Design header_fetch_master, sky130hd; sources not shown.
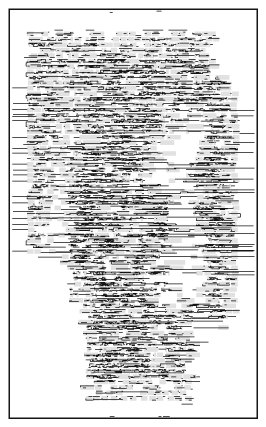
layer_met1.png
Scale: 2 px per um.
The layer carries 10400 um of wire. The wires run mostly horizontal.
M1 GR Usage: 0.228
final wirelength: 28.9 mm
total number of vias: 9271

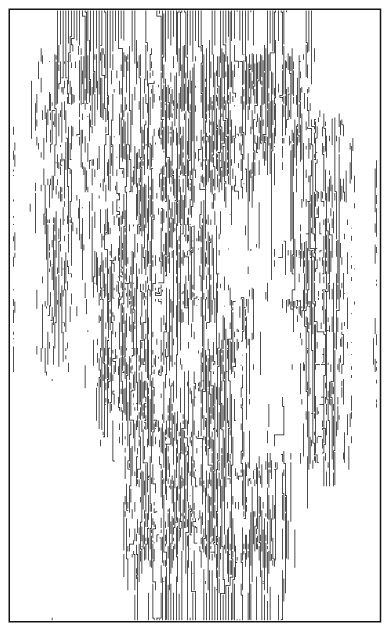
layer_met2.png
Scale: 3 px per um.
The layer carries 14800 um of wire. The longest straight run is 52.7 um. The layer holds 51% of the routed length.
met2 Use GR: 0.384

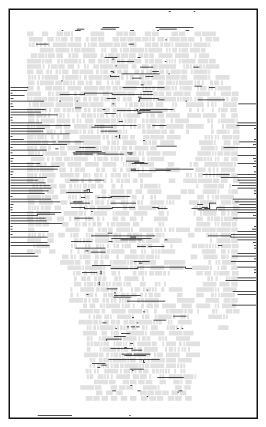
layer_met3.png
Scale: 2 px per um.
The layer carries 2190 um of wire. The layer holds 7.6% of the routed length. The wires run mostly horizontal. 194 nets have wire on it.
met3 usage: 0.0587

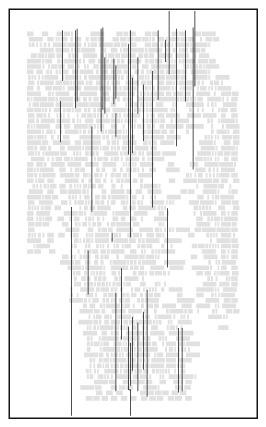
layer_met4.png
Scale: 2 px per um.
The longest straight run is 104 um. The wires run mostly vertical. The layer holds 5.0% of the routed length.

==> reports/metrics.yaml <==
logic_synthesis:
  ys_seq_frac: 0.433
  yosys.area_share.adder: 0.00276
  simple_gate_share: 0.255
  ys_area_mm2: 0.00906
  synth.cell_area_mm2: 0.00906
  ys_types: 56
  syn_avg_cell_area_um2: 7.65
  ys_top_cells_by_count: "330 x nand2_1, 196 x dfxtp_1, 133 x a21oi_1"
  ys.flop_type: "dfxtp_1"
cts:
  clkLatencyLatePin_ps: 430
  cts_tree: "built"
  clockBufferDepth: 2
  htree_levels: 4
  clock_sinks: 196
  path_clk_slew_ps: 70
  ctsRootBufferMaster: "clkbuf_16"
sta:
  relSlewSlack: 0.513
  worst_hold_slack_ps: 454
  max_freq_ghz: 0.395
  maxSlewViolCount: 0
  layout_setup_ws_ps: 69.8
  setup_viol: 0
floorplan:
  n_tap_cell: 245
  core_mm2: 0.0197
place:
  dp_hpwl_mm: 19.9
  dp_slack_ps: -405
  dpl_cell_area_mm2: 0.0117
pwr:
  powerDensity_mw_per_mm2: 623
  clkPwrFrac: 0.349
  powerComb_mw: 1.66
  peakVddDrop_uv: 523
  seq_power_share: 0.436
  p_total_mw: 7.73
cells_and_area:
  comb_share: 0.382
  area_delta_synth_final_pct: 36.9
  combGateArea_mm2: 0.00473
  final_area_mm2: 0.0124
  seq_area_mm2: 0.00392
  lay_top_cells: "328 x nand2_1, 223 x clkdlybuf4s50_1, 196 x dfxtp_1"
  fillerInstances: 1628
  drive_above_1_share: 0.0944
critical_path:
  critPathSlowestCell: "or4_4"
  criticalPathCategory: "input port to flip-flop"
  slowest_delay_ps: 560
  start_kind: "input port"
outcome:
  status: "complete, no violations"
grt:
  grt_usage: 0.221
  antenna_found_initial: 0
  grt_pass1_wl_mm: 44.9
run:
  timing.max_cap.violations: 0
worst_hold_path:
  hold_depth: 2
drt:
  top_layer: "met4"
  drt_iter0_drc: 734
No activity file was given, so power comes from the tool's default toggle rates.
